## src/rtl/mem_port_arbiter.sv

```systemverilog
// Arbitrates one single-port unified memory between instruction fetch and data access.
// Optional ARB_RR_EN selects round-robin arbitration; default is fixed priority (data over fetch).
//
// state | meaning
// IDLE  | no transaction outstanding, port free
// BUSY  | transaction outstanding, cnt counts memory latency down to 0
module mem_port_arbiter #(
  parameter int ADDR_W  = 32,
  parameter int DATA_W  = 32,
  parameter int MEM_LAT = 2
) (
  input  logic                clk,
  input  logic                rst,
  input  logic                if_req,
  input  logic [ADDR_W-1:0]   if_addr,
  output logic                if_gnt,
  output logic                if_rvalid,
  output logic [DATA_W-1:0]   if_rdata,
  input  logic                d_req,
  input  logic                d_we,
  input  logic [ADDR_W-1:0]   d_addr,
  input  logic [DATA_W-1:0]   d_wdata,
  input  logic [DATA_W/8-1:0] d_wstrb,
  output logic                d_gnt,
  output logic                d_rvalid,
  output logic [DATA_W-1:0]   d_rdata,
  output logic                m_en,
  output logic                m_we,
  output logic [ADDR_W-1:0]   m_addr,
  output logic [DATA_W-1:0]   m_wdata,
  output logic [DATA_W/8-1:0] m_wstrb,
  input  logic [DATA_W-1:0]   m_rdata,
  output logic                busy
);

  localparam logic       OWN_IF = 1'b0;
  localparam logic       OWN_D  = 1'b1;
  localparam logic [3:0] LAT_M1 = 4'(MEM_LAT - 1);

  if (MEM_LAT < 1 || MEM_LAT > 15) begin : g_lat_check
    $error("mem_port_arbiter: MEM_LAT must be 1..15");
  end

  typedef enum logic {IDLE, BUSY} state_t;

  state_t     state, state_nxt;
  logic [3:0] cnt, cnt_nxt;
  logic       owner, owner_nxt;
  logic       done, port_free;
  logic       gnt_if, gnt_d;

  always_ff @(posedge clk or posedge rst) begin
    if (rst) begin
      state <= IDLE;
      cnt   <= 4'd0;
      owner <= OWN_IF;
    end else begin
      state <= state_nxt;
      cnt   <= cnt_nxt;
      owner <= owner_nxt;
    end
  end

`ifdef ARB_RR_EN
  logic rr_last;

  always_ff @(posedge clk or posedge rst) begin
    if (rst) begin
      rr_last <= OWN_D;
    end else if (gnt_if || gnt_d) begin
      rr_last <= gnt_d;
    end
  end
`endif

  // rst gates the free flag so no combinational grant leaks out while reset is held.
  always_comb begin
    done      = (state == BUSY) && (cnt == 4'd0);
    port_free = !rst && ((state == IDLE) || done);
`ifdef ARB_RR_EN
    if (if_req && d_req) begin
      gnt_d  = port_free && (rr_last == OWN_IF);
      gnt_if = port_free && (rr_last == OWN_D);
    end else begin
      gnt_d  = port_free && d_req;
      gnt_if = port_free && if_req;
    end
`else
    gnt_d  = port_free && d_req;
    gnt_if = port_free && if_req && !d_req;
`endif
  end

  always_comb begin
    state_nxt = state;
    cnt_nxt   = cnt;
    owner_nxt = owner;
    if (gnt_if || gnt_d) begin
      state_nxt = BUSY;
      cnt_nxt   = LAT_M1;
      owner_nxt = gnt_d ? OWN_D : OWN_IF;
    end else if (done) begin
      state_nxt = IDLE;
      cnt_nxt   = 4'd0;
    end else if (state == BUSY) begin
      cnt_nxt = cnt - 4'd1;
    end
  end

  always_comb begin
    if_gnt    = gnt_if;
    d_gnt     = gnt_d;
    m_en      = gnt_if || gnt_d;
    m_we      = gnt_d && d_we;
    m_addr    = '0;
    m_wdata   = '0;
    m_wstrb   = '0;
    if (gnt_d) begin
      m_addr = d_addr;
      if (d_we) begin
        m_wdata = d_wdata;
        m_wstrb = d_wstrb;
      end
    end else if (gnt_if) begin
      m_addr = if_addr;
    end
    if_rvalid = done && (owner == OWN_IF);
    d_rvalid  = done && (owner == OWN_D);
    if_rdata  = if_rvalid ? m_rdata : '0;
    d_rdata   = d_rvalid ? m_rdata : '0;
    busy      = (state == BUSY);
  end

endmodule

```

## config.mk

```make
export PLATFORM = sky130hd
export DESIGN_NAME = mem_port_arbiter
export DESIGN_NICKNAME = d
export VERILOG_FILES = /design/src/rtl/mem_port_arbiter.sv
export SDC_FILE = /design/constraint.sdc
export NUM_CORES = 1
export LEC_CHECK = 0
export ABC_AREA = 1
export CAP_MARGIN = 20
export CORE_AREA = 2 2 107 109
export CTS_BUF_LIST = sky130_fd_sc_hd__clkbuf_8 sky130_fd_sc_hd__clkbuf_16
export DETAILED_ROUTE_END_ITERATION = 12
export DIE_AREA = 0 0 109 111
export PLACE_DENSITY_LB_ADDON = 0.08
export SYNTH_ARGS = -nofsm -noshare
export SYNTH_HDL_FRONTEND = slang
export SYNTH_SLANG_ARGS = --single-unit
```

## constraint.sdc

```tcl
create_clock -name clk -period 3.8 [get_ports clk]
set_input_delay 0.95 -clock clk [delete_from_list [all_inputs] [get_ports clk]]
set_output_delay 0.95 -clock clk [all_outputs]
set_load 0.05 [all_outputs]
```

Figure 1. Pin placement (run 1).
(2 px per micron) Pins as bars across the die edge, other pins in grey.
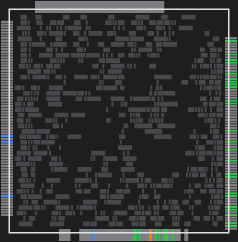
- if_rvalid: orange (pins 1; direction output; edge bottom)
- d_wstrb: blue (pins 4; direction input; edge 3 left, 1 bottom)
- if_rdata: green (pins 32; direction output; edge 24 right, 8 bottom)
- all pins by edge: 72 left, 71 right, 70 top, 63 bottom

Figure 2. Track usage over the die (run 1).
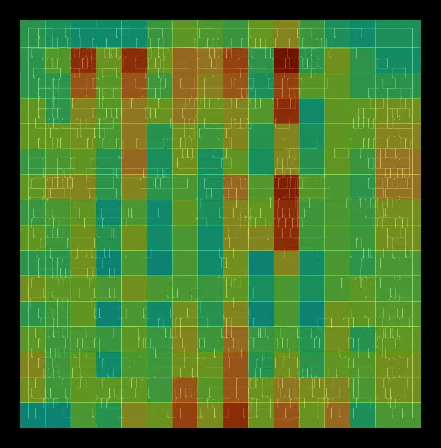
met3 global-route usage: 4.94%
mean routed wirelength per cell: 12.1 microns
GR Util met1: 12.5%
M2 GR Usage: 27.4%
Most Used Layer, Global Route: met2

Figure 3. Metal 2 (run 1).
(2 px per micron)
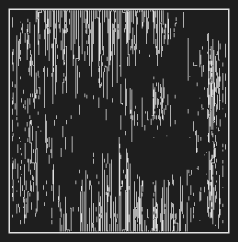
- longest straight run: 47.1 microns
- main direction: vertical
- wire length on this layer: 4820 microns
- share of all routed wire: 54%

==> flow_summary.yaml, run 1 <==
# physical design summary
run_status:
  outcome: "complete, no violations"
synth:
  yosys-stat-area_sq_mm: 0.00147
  ys_sh_adder_pct: 0.853
  synth_top_cell_by_area: "nand2_1"
  yosysWarnings: 0
  ys_top_logic_family: "simple AND/OR/NAND/NOR gates"
  post_synth_main_area_contributors: "nand2_1 37%, nor2_1 26%, inv_1 11%, dfrtp_1 10%, buf_4 3.1%"
  syn_nets: 469
  ys_types: 20
  common_cells: "143 x nand2_1, 103 x nor2_1, 42 x inv_1"
  synthArstFlopShare_pct: 100
  synth.mux.area_fraction_pct: 0
  fraction_of_the_mapped_netlist_area_in_simple_logic_gates_pct: 66.6
  yosysCellCount: 331
  post_synth_inst_count: 331
  top_cell: "nand2_1"
  registers_synthesis: 6
  main_flop_type: "dfrtp_1"
  synth_xor_xnor_area_share_pct: 0.597
  synthesis.area_per_instance_sq_um: 4.43
  synth_largest_type_area_fraction_pct: 36.6
  ys_seq_share_pct: 10.2
  edf_count: 0
  synth.cell_area_sq_mm: 0.00147
  synth.cellmix.compoundShare_pct: 1.54
setup_path:
  cp-start-kind: "input pin"
  timing_worst_setup_path_type: "in -> out"
  cp_max_fo: 2
  worst_r2r_startpoint: "cnt[0]"
  setup.reg_to_reg.worst_slack_ns: 2.32
  critPathArrivalTime_ns: 2.40
  timing.reg2reg.worst_path_depth: 7
  cp_data_required_time_ns: 2.85
  timing.critical_path.to_type: "primary output"
  timing.rr.end: "cnt[2]"
floorplan:
  row_count: 39
  core_area_sq_mm: 0.0111
  die_height_microns: 111
  fp-utilization_pct: 13.2
  die-area_sq_mm: 0.0121
  top_level_ports: 276
  die.size.x_microns: 109
flow_run:
  timing.max_cap.violations: 0
  tool_warnings: 26
route:
  drc_marker_count_from_the_first_detailed_route_iteration: 124
  first_pass_iters: 4
  vias_per_cell: 3.85
  route.vias.total: 2847
  routed_wirelength_microns: 8940
  antenna_nets_post_route: 0
  detail_route.drc_violations: 0
pwr:
  design_power_total_w: 0.00197
  power_density_mw_per_mm2: 385
  p_leak_nw: 2.39
  power.ir.vdd_worst_v: 0.000201
finish:
  final_nets: 737
  synthToLayoutAreaGrowth_pct: 250
  final_core_utilization_pct: 46.3
  final.fill_count: 1110
  final_common_cell: "clkdlybuf4s50_1"
  antenna-diode-count: 0
  fin_area_sq_mm: 0.00513
  layout.cells.most_common_list: "194 x clkdlybuf4s50_1, 143 x nand2_1, 103 x nor2_1"
  final_cells: 740
  drive_above_1_share_pct: 16.2
place:
  gp_congestion: 0.749
  dp_cells: 737
  post_dp_cell_area_sq_mm: 0.00505
  place_hpwl_microns: 7740
  quantity_of_i_o_buffers_inserted_on_ports: 275
  placement.setup.worst_slack_ns: 0.451
hold_path:
  whs_endpoint: "owner"
  hold_path_depth: 2
  hold_class: "reg -> reg"
  hold_path_startpoint: "owner"
clocking:
  clk_pin_slew_ns: 0.03
  cts_tree: "yes"
  clock_sinks: 6
  post_cts_hold_buffer_count: 0
  number_of_levels_in_the_clock_h_tree: 1
  cts_made_buffers: 3
  clock.latency.late_pin_ns: 0.23
  cts_setup_buffers: 0
  max-clock-path-buffers: 2
  root_buffer: "clkbuf_16"
  cts-resized-gates: 0
sta:
  tightest_slew_ns: 0.545
  post-route-worst-setup-slack_ns: 0.451
  time_the_final_worst_path_needs_with_i_o_delays_and_setup_ns: 3.35
  final.setup_skew_ns: 0.00173
  timing.final.crit_share_pct: 88.1
  timing.max_slew.rel_slack_pct: 63.5
  report.final.setup_viol: 0
  fmax_ghz: 0.299
  hold_ws_ns: 0.498
  report.final.slew_viol_count: 0
  setup_tns_ns: 0
  finalHoldViolations: 0
  rsz0062_at_grt: "false"
global_routing:
  overflow: 0
  grt_first_pass_wirelength_microns: 13100
  grt_antenna_before_repair: 0
  grt_max_degree: 38
  grtUsageTotal_pct: 13.8
  first_global_vias: 2711
## run 1: sequential cells by signal, indices dropped and copies added (netlist names)
signal / count
busy: 1
cnt: 4
owner: 1
## run 1: cell type report
type / count / area [sq um] / share of cell area [%]
sequential: 6 / 150 / 2.93
tap: 143 / 179 / 3.49
timing repair buffer: 283 / 3540 / 69.0
clock buffer: 3 / 75.1 / 1.46
multi-input combinational: 261 / 1020 / 19.9
inverter: 44 / 165 / 3.22
## run 1: power by group
group          internal, W  total [W]  switching (W)
clock             0.000135   0.000172      0.0000371
combinational     0.000678    0.00168       0.000999
sequential       0.0000958   0.000122      0.0000266
## run 1: worst max-delay path, stage by stage
cell             delay [ns]
clkdlybuf4s50_1        0.46
inv_1                  0.05
nor2_1                 0.12
clkdlybuf4s50_1        0.81
## run 1: per-layer routing
layer,global-route usage (%),vias to the layer above,share of wire (%)
li1,-,1476,-
met1,12.5,1212,32
met2,27.4,152,54
met3,4.94,7,12
met4,4.10,0,1.4
met5,0,-,0
## run 1: how the worst max path moves through the flow
| stage | from | to | slack, ns | cells past startpoint |
|---|---|---|---|---|
| 2_1_floorplan | rst | m_wdata[22] | 0.62 | 5 |
| 3_3_place_gp | m_rdata[0] | d_rdata[0] | 0.47 | 4 |
| 3_5_place_dp | m_rdata[27] | d_rdata[27] | 0.45 | 4 |
| 4_1_cts | cnt[0] | if_rdata[24] | 0.44 | 8 |
| 5_1_grt | cnt[0] | if_rdata[30] | 0.27 | 8 |
| 6_report | m_rdata[27] | d_rdata[27] | 0.45 | 4 |
==> run 2, diff against run 1 <==
--- a/config.mk
+++ b/config.mk
@@ -7,10 +7,12 @@
 export LEC_CHECK = 0
 export ABC_AREA = 1
 export CAP_MARGIN = 20
-export CORE_AREA = 2 2 107 109
+export CELL_PAD_IN_SITES_DETAIL_PLACEMENT = 1
+export CELL_PAD_IN_SITES_GLOBAL_PLACEMENT = 1
+export CORE_ASPECT_RATIO = 1.2
+export CORE_UTILIZATION = 11
 export CTS_BUF_LIST = sky130_fd_sc_hd__clkbuf_8 sky130_fd_sc_hd__clkbuf_16
 export DETAILED_ROUTE_END_ITERATION = 12
-export DIE_AREA = 0 0 109 111
 export PLACE_DENSITY_LB_ADDON = 0.08
 export SYNTH_ARGS = -nofsm -noshare
 export SYNTH_HDL_FRONTEND = slang
Figure 4. Track usage over the die (run 2).
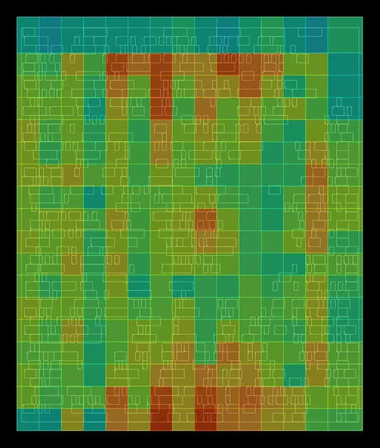
mean routed wirelength per cell: 13.2 microns
met3 global-route usage: 5.78%
GR Util met1: 13.6%
final core utilization: 40.0%
M2 GR Usage: 28.3%

Figure 5. Port wiring (run 2).
(3 px per micron)
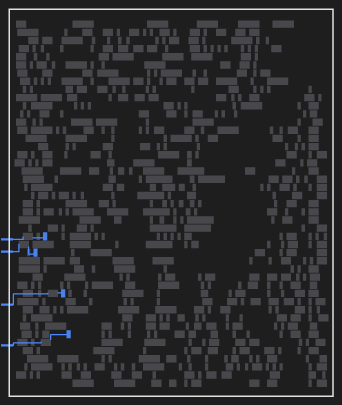
- d_wstrb: blue (bits 4; direction input; edge left; end cells 4; buffers 4; wire 54.2 microns)

Figure 6. Metal 2 (run 2).
(2 px per micron)
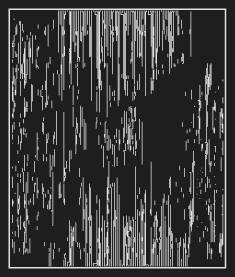
- nets with wire on the layer: 610
- share of all routed wire: 56%
total length of routed wires: 10000 microns
routed via count: 2892

==> run 2 against run 1 <==
  * Setup slack got worse by 0.026 ns
  * Clock skew rose by 0.0018 ns
  * Cell count rose by 2.8%
  * Sequential cell count did not move
  * Sequential share of layout area barely moved
  * Power rose by 0.12%
  * Hold slack got worse by 0.0055 ns
  * Core utilization fell by 6.3 points
  * Synthesized area did not move
  * Clock power barely moved
  * Highest routed layer unchanged
==> flow_summary.yaml, run 2 <==
# physical design summary
synth:
  ys_top_logic_family: "simple AND/OR/NAND/NOR gates"
  common_cells: "143 x nand2_1, 103 x nor2_1, 42 x inv_1"
  yosysCellCount: 331
  main_flop_type: "dfrtp_1"
  synth_largest_type_area_fraction_pct: 36.6
  post_synth_main_area_contributors: "nand2_1 37%, nor2_1 26%, inv_1 11%, dfrtp_1 10%, buf_4 3.1%"
  yosysWarnings: 0
  registers_synthesis: 6
  syn_nets: 469
  ys_types: 20
  synthArstFlopShare_pct: 100
  post_synth_inst_count: 331
  synthesis.area_per_instance_sq_um: 4.43
  ys_seq_share_pct: 10.2
  yosys-stat-area_sq_mm: 0.00147
  synth.cell_area_sq_mm: 0.00147
  top_cell: "nand2_1"
  synth.mux.area_fraction_pct: 0
  fraction_of_the_mapped_netlist_area_in_simple_logic_gates_pct: 66.6
  synth_xor_xnor_area_share_pct: 0.597
  edf_count: 0
  synth.cellmix.compoundShare_pct: 1.54
  ys_sh_adder_pct: 0.853
  synth_top_cell_by_area: "nand2_1"
pwr:
  p_leak_nw: 2.39
  power_density_mw_per_mm2: 385
  power.ir.vdd_worst_v: 0.000154
  design_power_total_w: 0.00197
floorplan:
  core_area_sq_mm: 0.0128
  row_count: 45
  top_level_ports: 276
  die-area_sq_mm: 0.0138
  fp-utilization_pct: 11.4
  die.size.x_microns: 107
  die_height_microns: 128
sta:
  tightest_slew_ns: 0.606
  hold_ws_ns: 0.493
  timing.max_slew.rel_slack_pct: 59.4
  report.final.slew_viol_count: 0
  rsz0062_at_grt: "false"
  finalHoldViolations: 0
  fmax_ghz: 0.296
  setup_tns_ns: 0
  time_the_final_worst_path_needs_with_i_o_delays_and_setup_ns: 3.38
  timing.final.crit_share_pct: 88.8
  final.setup_skew_ns: 0.00355
  report.final.setup_viol: 0
finish:
  fin_area_sq_mm: 0.00513
  final.fill_count: 1598
  largest_reg_flops: 4
  top_register: "cnt"
  final_cells: 761
  layout.cells.most_common_list: "190 x clkdlybuf4s50_1, 143 x nand2_1, 103 x nor2_1"
  final_common_cell: "clkdlybuf4s50_1"
  final_nets: 737
  drive_above_1_share_pct: 16.9
  antenna-diode-count: 0
  synthToLayoutAreaGrowth_pct: 250
setup_path:
  critical_path_cell_count: 6
  cp_data_required_time_ns: 2.85
  cell_with_the_largest_stage_delay_on_the_worst_path: "clkdlybuf4s50_1"
  cp-start-kind: "input pin"
  timing_worst_setup_path_type: "in -> out"
  cpMostUsedCell: "nand2_1"
  critical_path.cell_chain: "clkdlybuf4s50_1, nand3_2, inv_2, nand2_1, nand2_1, buf_12"
  timing.reg2reg.worst_path_depth: 7
  cp_max_fo: 33
  slowest_delay_ns: 0.51
  critPathArrivalTime_ns: 2.43
  worst_path_dominant_cell_family: "buffers and inverters"
  timing.critical_path.to_type: "primary output"
  setup.reg_to_reg.worst_slack_ns: 2.28
  worst-path-buf-inv: 3
place:
  quantity_of_i_o_buffers_inserted_on_ports: 275
  post_dp_cell_area_sq_mm: 0.00505
  dp_cells: 758
  gp_congestion: 0.726
  place_hpwl_microns: 8690
run_status:
  outcome: "complete, no violations"
flow_run:
  tool_warnings: 26
  timing.max_cap.violations: 0
clocking:
  clock.latency.late_pin_ns: 0.23
  cts_made_buffers: 3
  clk_pin_slew_ns: 0.03
  clock_sinks: 6
  post_cts_hold_buffer_count: 0
  cts_setup_buffers: 0
  max-clock-path-buffers: 2
  number_of_levels_in_the_clock_h_tree: 1
  cts_tree: "yes"
  root_buffer: "clkbuf_16"
  cts-resized-gates: 0
global_routing:
  grt_antenna_before_repair: 0
  grt_first_pass_wirelength_microns: 15400
  overflow: 0
  grt_max_degree: 38
  grtUsageTotal_pct: 14.1
  first_global_vias: 2935
route:
  detail_route.drc_violations: 0
  vias_per_cell: 3.80
  antenna_nets_post_route: 0
  drc_marker_count_from_the_first_detailed_route_iteration: 79
  first_pass_iters: 4
hold_path:
  hold_class: "reg -> reg"
  hold_path_depth: 2
run 2: cell counts after synthesis:
Identical to the previous run, type by type.
run 2: metrics by stage:
step                      util (%)  setup WS (ns)
final                         40.0          0.424
after CTS                     40.0          0.385
after global placement        39.4          0.420
after floorplan                  -          0.624
after global routing          40.0          0.244
after detailed placement      39.4          0.384
run 2: kinds of logic after synthesis:
group                    after synthesis
AND/OR/NAND/NOR                      255
buffers and inverters                 64
flip-flops                             6
AND-OR/OR-AND                          4
XOR/XNOR                               1
adder cells (fa/ha/maj)                1
run 2: per-layer routing:
metal / up-vias / share of wire [%] / routed length, microns / GRT usage, %
met5: - / 0 / 0 / 0
met4: 0 / 0.31 / 31 / 1.93
met3: 2 / 11 / 1130 / 5.78
met2: 150 / 56 / 5610 / 28.3
met1: 1265 / 33 / 3280 / 13.6
li1: 1475 / - / - / -
run 2: report_power, final:
group	internal (W)	switching, W
Clock	0.000135	0.0000369
Combinational	0.000674	0.00101
Sequential	0.0000957	0.0000267
run 2: path summary, 6_finish.rpt:
path / start / to
setup reg to reg: cnt[0] / cnt[3]
min in group asynchronous: rst / busy
setup / recovery: d_req / m_addr[23]
hold reg to reg: owner / owner
max in group asynchronous: rst / owner
hold / removal: owner / owner
run 2: worst register-to-register path, cell delays in order, from the launching register on:
cell	delay [ns]
dfrtp_1	0.36
inv_1	0.09
ha_1	0.19
nand2_1	0.11
nand2_2	0.15
o211ai_1	0.28
nand3_1	0.16
nand2_1	0.06
run 2: final cells by class:
type | instances | area (sq um) | area share (%)
Sequential cell | 6 | 150 | 2.93
Multi-Input combinational cell | 261 | 1020 | 19.9
Inverter | 44 | 165 | 3.22
Tap cell | 164 | 205 | 4.00
Clock buffer | 3 | 75.1 | 1.46
Timing Repair Buffer | 283 | 3510 | 68.5
Power is estimated from default activity; no workload was simulated.
